--- config.mk ---
export PLATFORM = sky130hd
export DESIGN_NAME = control_unit
export DESIGN_NICKNAME = d
export VERILOG_FILES = /design/src/rtl/control_pkg.sv /design/src/rtl/control_unit_condition_check.sv /design/src/rtl/control_unit.sv
export SDC_FILE = /design/constraint.sdc
export NUM_CORES = 1
export LEC_CHECK = 0
export CORE_UTILIZATION = 47
export DETAILED_ROUTE_END_ITERATION = 8
export PLACE_DENSITY = 0.87
export SYNTH_ARGS = -nofsm -noshare
export SYNTH_HDL_FRONTEND = slang
export SYNTH_SLANG_ARGS = --single-unit
--- constraint.sdc ---
create_clock -name clock -period 4.78 [get_ports clock]
set_input_delay 1.434 -clock clock [delete_from_list [all_inputs] [get_ports clock]]
set_output_delay 1.434 -clock clock [all_outputs]
set_load 0.03 [all_outputs]
--- src/rtl/control_pkg.sv ---
// Shared definitions for the LEGv8 control unit: control-word layout, ALU
// function selects, opcodes, FSM states and branch condition codes.
package control_pkg;

  localparam int unsigned XLEN  = 64;
  localparam int unsigned IW    = 32;
  localparam int unsigned CW_W  = 25;
  localparam int unsigned FS_W  = 5;
  localparam int unsigned REG_W = 5;
  localparam int unsigned NZCV_W = 4;

  // ALU function select {op[2:0], b_invert, a_invert}; carry-in is fs[1]
  localparam logic [FS_W-1:0] FS_AND = 5'b00000;
  localparam logic [FS_W-1:0] FS_ORR = 5'b00100;
  localparam logic [FS_W-1:0] FS_ADD = 5'b01000;
  localparam logic [FS_W-1:0] FS_SUB = 5'b01010;

  // Control-word bit positions, MSB first
  localparam int unsigned CW_ALU_EN    = 24;
  localparam int unsigned CW_B_SEL     = 23;
  localparam int unsigned CW_FS_LSB    = 18;
  localparam int unsigned CW_SEL_A_LSB = 13;
  localparam int unsigned CW_SEL_B_LSB = 8;
  localparam int unsigned CW_DEST_LSB  = 3;
  localparam int unsigned CW_REG_WRITE = 2;
  localparam int unsigned CW_RAM_EN    = 1;
  localparam int unsigned CW_RAM_WRITE = 0;

  typedef struct packed {
    logic             alu_en;
    logic             b_sel;
    logic [FS_W-1:0]  fs;
    logic [REG_W-1:0] sel_a;
    logic [REG_W-1:0] sel_b;
    logic [REG_W-1:0] dest;
    logic             reg_write;
    logic             ram_en;
    logic             ram_write;
  } ctrl_word_t;

  // 11-bit opcodes, ir[31:21]
  localparam logic [10:0] OP_ADD  = 11'b10001011000;
  localparam logic [10:0] OP_SUB  = 11'b11001011000;
  localparam logic [10:0] OP_AND  = 11'b10001010000;
  localparam logic [10:0] OP_ORR  = 11'b10101010000;
  localparam logic [10:0] OP_ADDS = 11'b10101011000;
  localparam logic [10:0] OP_SUBS = 11'b11101011000;
  localparam logic [10:0] OP_LDUR = 11'b11111000010;
  // 10-bit opcodes, ir[31:22]
  localparam logic [9:0]  OP_ADDI = 10'b1001000100;
  localparam logic [9:0]  OP_SUBI = 10'b1101000100;
  localparam logic [9:0]  OP_ANDI = 10'b1001001000;
  localparam logic [9:0]  OP_ORRI = 10'b1011001000;
  // 8-bit opcodes, ir[31:24]
  localparam logic [7:0]  OP_CBZ   = 8'b10110100;
  localparam logic [7:0]  OP_CBNZ  = 8'b10110101;
  localparam logic [7:0]  OP_BCOND = 8'b01010100;
  // 6-bit opcode, ir[31:26]
  localparam logic [5:0]  OP_B     = 6'b000101;

  // Flag bit positions within {V,C,N,Z}
  localparam int unsigned FLAG_Z = 0;
  localparam int unsigned FLAG_N = 1;
  localparam int unsigned FLAG_C = 2;
  localparam int unsigned FLAG_V = 3;

  typedef enum logic [1:0] {
    FETCH = 2'd0,
    EXEC  = 2'd1,
    HALT  = 2'd2
  } state_t;

  localparam logic [3:0] COND_EQ = 4'h0;
  localparam logic [3:0] COND_NE = 4'h1;
  localparam logic [3:0] COND_HS = 4'h2;
  localparam logic [3:0] COND_LO = 4'h3;
  localparam logic [3:0] COND_MI = 4'h4;
  localparam logic [3:0] COND_PL = 4'h5;
  localparam logic [3:0] COND_VS = 4'h6;
  localparam logic [3:0] COND_VC = 4'h7;
  localparam logic [3:0] COND_HI = 4'h8;
  localparam logic [3:0] COND_LS = 4'h9;
  localparam logic [3:0] COND_GE = 4'hA;
  localparam logic [3:0] COND_LT = 4'hB;
  localparam logic [3:0] COND_GT = 4'hC;
  localparam logic [3:0] COND_LE = 4'hD;
  localparam logic [3:0] COND_AL = 4'hE;
  localparam logic [3:0] COND_NV = 4'hF;

endpackage

--- src/rtl/control_unit_condition_check.sv ---
// Evaluates a B.cond condition code against latched {V,C,N,Z} flags.
// Ports: cond - condition code ir[3:0]; flags - {V,C,N,Z};
//        taken_c - combinational branch-taken result.
module condition_check
  import control_pkg::*;
(
  input  logic [3:0]        cond,
  input  logic [NZCV_W-1:0] flags,
  output logic              taken_c
);

  logic v, c, n, z;

  assign v = flags[FLAG_V];
  assign c = flags[FLAG_C];
  assign n = flags[FLAG_N];
  assign z = flags[FLAG_Z];

  // Standard ARM condition semantics; NV is treated as never taken
  always_comb begin
    taken_c = 1'b0;
    case (cond)
      COND_EQ: taken_c = z;
      COND_NE: taken_c = ~z;
      COND_HS: taken_c = c;
      COND_LO: taken_c = ~c;
      COND_MI: taken_c = n;
      COND_PL: taken_c = ~n;
      COND_VS: taken_c = v;
      COND_VC: taken_c = ~v;
      COND_HI: taken_c = c & ~z;
      COND_LS: taken_c = ~(c & ~z);
      COND_GE: taken_c = (n == v);
      COND_LT: taken_c = (n != v);
      COND_GT: taken_c = ~z & (n == v);
      COND_LE: taken_c = ~(~z & (n == v));
      COND_AL: taken_c = 1'b1;
      COND_NV: taken_c = 1'b0;
      default: taken_c = 1'b0;
    endcase
  end

endmodule

--- src/rtl/control_unit.sv ---
// LEGv8 fetch/execute sequencer: holds pc, ir and NZCV flags, decodes the
// instruction register into the datapath control word and immediate, and
// resolves branches internally.
// Ports: clock, reset (async active-low); instruction - imem data at pc;
//        status - datapath {V,C,N,Z}; pc - fetch address; controlword -
//        25-bit datapath control; immediate - ALU B immediate; halted.
module control_unit
  import control_pkg::*;
#(
  parameter logic [XLEN-1:0] PC_RESET = 64'h0,
  parameter logic [XLEN-1:0] PC_STEP  = 64'd4
) (
  input  logic              clock,
  input  logic              reset,
  input  logic [IW-1:0]     instruction,
  input  logic [NZCV_W-1:0] status,
  output logic [XLEN-1:0]   pc,
  output logic [CW_W-1:0]   controlword,
  output logic [XLEN-1:0]   immediate,
  output logic              halted
);

  state_t              state_q, state_d;
  logic [XLEN-1:0]     pc_q, pc_d;
  logic [IW-1:0]       ir_q, ir_d;
  logic [NZCV_W-1:0]   flags_q, flags_d;

  ctrl_word_t          dec_cw;
  logic [XLEN-1:0]     dec_imm;
  logic                dec_valid;
  logic                sets_flags;
  logic                br_taken;
  logic [XLEN-1:0]     br_offset;
  logic                r_hit, i_hit;
  logic [FS_W-1:0]     r_fs, i_fs;
  logic                cond_taken_c;
  logic [XLEN-1:0]     off_b, off_c;

  condition_check u_condition_check (
    .cond    (ir_q[3:0]),
    .flags   (flags_q),
    .taken_c (cond_taken_c)
  );

  // Word offsets sign-extended and scaled to bytes
  assign off_b = {{36{ir_q[25]}}, ir_q[25:0], 2'b00};
  assign off_c = {{43{ir_q[23]}}, ir_q[23:5], 2'b00};

  // Arithmetic/logic opcode classes: 11-bit register form, 10-bit immediate form
  always_comb begin
    r_hit      = 1'b1;
    r_fs       = FS_ADD;
    sets_flags = 1'b0;
    case (ir_q[31:21])
      OP_ADD:  r_fs = FS_ADD;
      OP_SUB:  r_fs = FS_SUB;
      OP_AND:  r_fs = FS_AND;
      OP_ORR:  r_fs = FS_ORR;
      OP_ADDS: begin r_fs = FS_ADD; sets_flags = 1'b1; end
      OP_SUBS: begin r_fs = FS_SUB; sets_flags = 1'b1; end
      default: r_hit = 1'b0;
    endcase

    i_hit = 1'b1;
    i_fs  = FS_ADD;
    case (ir_q[31:22])
      OP_ADDI: i_fs = FS_ADD;
      OP_SUBI: i_fs = FS_SUB;
      OP_ANDI: i_fs = FS_AND;
      OP_ORRI: i_fs = FS_ORR;
      default: i_hit = 1'b0;
    endcase
  end

  // Decode with longest-prefix priority: 11-bit, 10-bit, 8-bit, 6-bit
  always_comb begin
    dec_cw    = '0;
    dec_imm   = '0;
    dec_valid = 1'b0;
    br_taken  = 1'b0;
    br_offset = '0;
    if (r_hit) begin
      dec_valid        = 1'b1;
      dec_cw.alu_en    = 1'b1;
      dec_cw.fs        = r_fs;
      dec_cw.sel_a     = ir_q[9:5];
      dec_cw.sel_b     = ir_q[20:16];
      dec_cw.dest      = ir_q[4:0];
      dec_cw.reg_write = 1'b1;
    end else if (ir_q[31:21] == OP_LDUR) begin
      dec_valid        = 1'b1;
      dec_cw.b_sel     = 1'b1;
      dec_cw.fs        = FS_ADD;
      dec_cw.sel_a     = ir_q[9:5];
      dec_cw.dest      = ir_q[4:0];
      dec_cw.reg_write = 1'b1;
      dec_cw.ram_en    = 1'b1;
      dec_imm          = {{55{ir_q[20]}}, ir_q[20:12]};
    end else if (i_hit) begin
      dec_valid        = 1'b1;
      dec_cw.alu_en    = 1'b1;
      dec_cw.b_sel     = 1'b1;
      dec_cw.fs        = i_fs;
      dec_cw.sel_a     = ir_q[9:5];
      dec_cw.sel_b     = ir_q[20:16];
      dec_cw.dest      = ir_q[4:0];
      dec_cw.reg_write = 1'b1;
      dec_imm          = {52'd0, ir_q[21:10]};
    end else if ((ir_q[31:24] == OP_CBZ) || (ir_q[31:24] == OP_CBNZ)) begin
      // ALU passes Rt + 0 so the datapath Z flag reflects Rt == 0
      dec_valid    = 1'b1;
      dec_cw.b_sel = 1'b1;
      dec_cw.fs    = FS_ADD;
      dec_cw.sel_a = ir_q[4:0];
      br_taken     = (ir_q[31:24] == OP_CBZ) ? status[FLAG_Z] : ~status[FLAG_Z];
      br_offset    = off_c;
    end else if (ir_q[31:24] == OP_BCOND) begin
      dec_valid = 1'b1;
      br_taken  = cond_taken_c;
      br_offset = off_c;
    end else if (ir_q[31:26] == OP_B) begin
      dec_valid = 1'b1;
      br_taken  = 1'b1;
      br_offset = off_b;
    end
  end

  // Next-state logic: fetch latches ir, execute advances pc and flags
  always_comb begin
    state_d = state_q;
    pc_d    = pc_q;
    ir_d    = ir_q;
    flags_d = flags_q;
    case (state_q)
      FETCH: begin
        ir_d    = instruction;
        state_d = EXEC;
      end
      EXEC: begin
        if (dec_valid) begin
          pc_d    = br_taken ? (pc_q + br_offset) : (pc_q + PC_STEP);
          state_d = FETCH;
          if (sets_flags) begin
            flags_d = status;
          end
        end else begin
          state_d = HALT;
        end
      end
      HALT:    state_d = HALT;
      default: state_d = HALT;
    endcase
  end

  always_ff @(posedge clock or negedge reset) begin
    if (!reset) begin
      state_q <= FETCH;
      pc_q    <= PC_RESET;
      ir_q    <= '0;
      flags_q <= '0;
    end else begin
      state_q <= state_d;
      pc_q    <= pc_d;
      ir_q    <= ir_d;
      flags_q <= flags_d;
    end
  end

  // Decoded fields drive the datapath only during EXEC
  assign controlword = (state_q == EXEC) ? CW_W'(dec_cw) : '0;
  assign immediate   = (state_q == EXEC) ? dec_imm : '0;
  assign pc          = pc_q;
  assign halted      = (state_q == HALT);

endmodule

Figure 1. Track usage over the die.
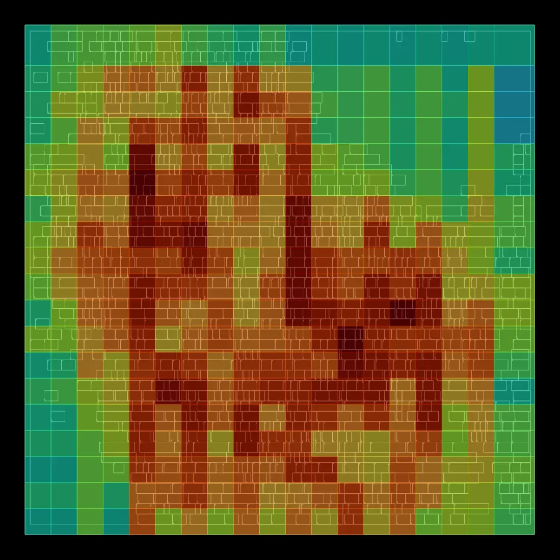
met1 usage: 38.8%
gr busiest metal: met2

Figure 2. Metal 1.
(4 px per um) Supply wires on this layer in gray.
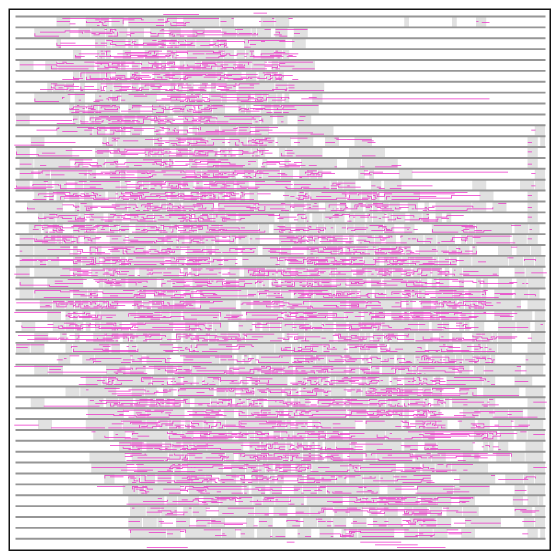
The layer holds 39% of the routed length. The longest straight run is 46.9 um. 1,122 nets have wire on it. The wires run mostly horizontal. The layer carries 11,200 um of wire.

Figure 3. Sequential cells colored by netlist name.
(4 px per um)
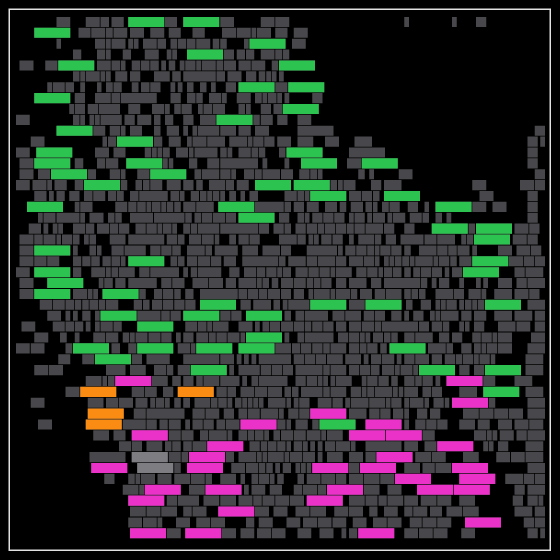
flags_q: in orange, placed flops 4, where bottom left. ir_q: in magenta, placed flops 32. pc: in green, placed flops 62.
Another 2 sequential cells are not colored.

==> impl_metrics.ini <==
; synthesis and place-and-route metrics
[synth]
numSynthFlops = 100
synth-edff-count = 0
avgSynthCellArea_um2 = 8.28
synth_cell_types = 81
synth-area-yosys_um2 = 8300
ys_sh_simple_pct = 24.0
synthCells = 1003

[power]
p_leak_nw = 5.07
p_comb_mw = 0.745
power_mw = 2.60
power.switching_mw = 0.917
switching_share_pct = 35.3

[sta]
setup_viol = 16
finalHoldViolations = 0
setup_ws_ns = -0.151

[worst_setup_path]
path_max_fanout = 5
slowest_delay_ns = 0.49
r2r_slack_ns = -0.04
path_depth = 18
crit_top_cell = xor2_1
cp_num_buf_inv = 1

[detailed_routing]
viasPerCell = 6.26
highest-signal-layer = met4
totalWireLength_mm = 28.8
vias = 9102
ant_nets = 0

[floorplan]
core_um2 = 17300
die_w_um = 135

[run_status]
status = complete, but fails checks
violations = negative setup slack

[cts]
cts.path.max_buffers = 2
clk_pin_slew_ns = 0.08

[worst_hold_path]
min-delay-start = pc[63]$_DFFE_PN0P_
hold_depth = 1

[final_layout]
clock_buffers = 9
mostFrequentLayoutCell = buf_4

[grt]
grt_max_degree = 58
grt_pass1_vias = 8323

[place]
dpl.hpwl_mm = 18.8
Figure 4. Signal wires on met4.
(4 px per um) Supply wires on this layer in gray.
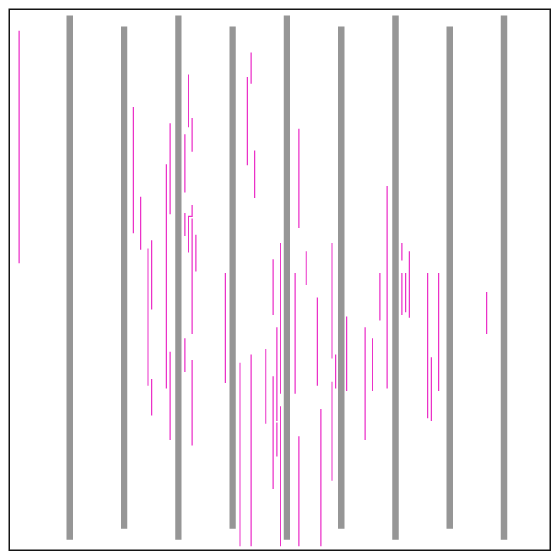
The layer carries 1,170 um of wire. The wires run mostly vertical. The layer holds 4.0% of the routed length.

Figure 5. Metal layers overlaid.
(4 px per um) Two of the layers only.
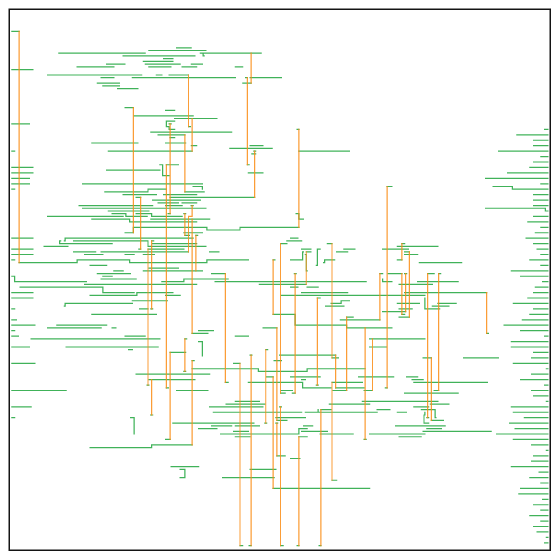
metal 4: in orange, wire length 1,170 um. metal 3: in green, wire length 2,620 um.

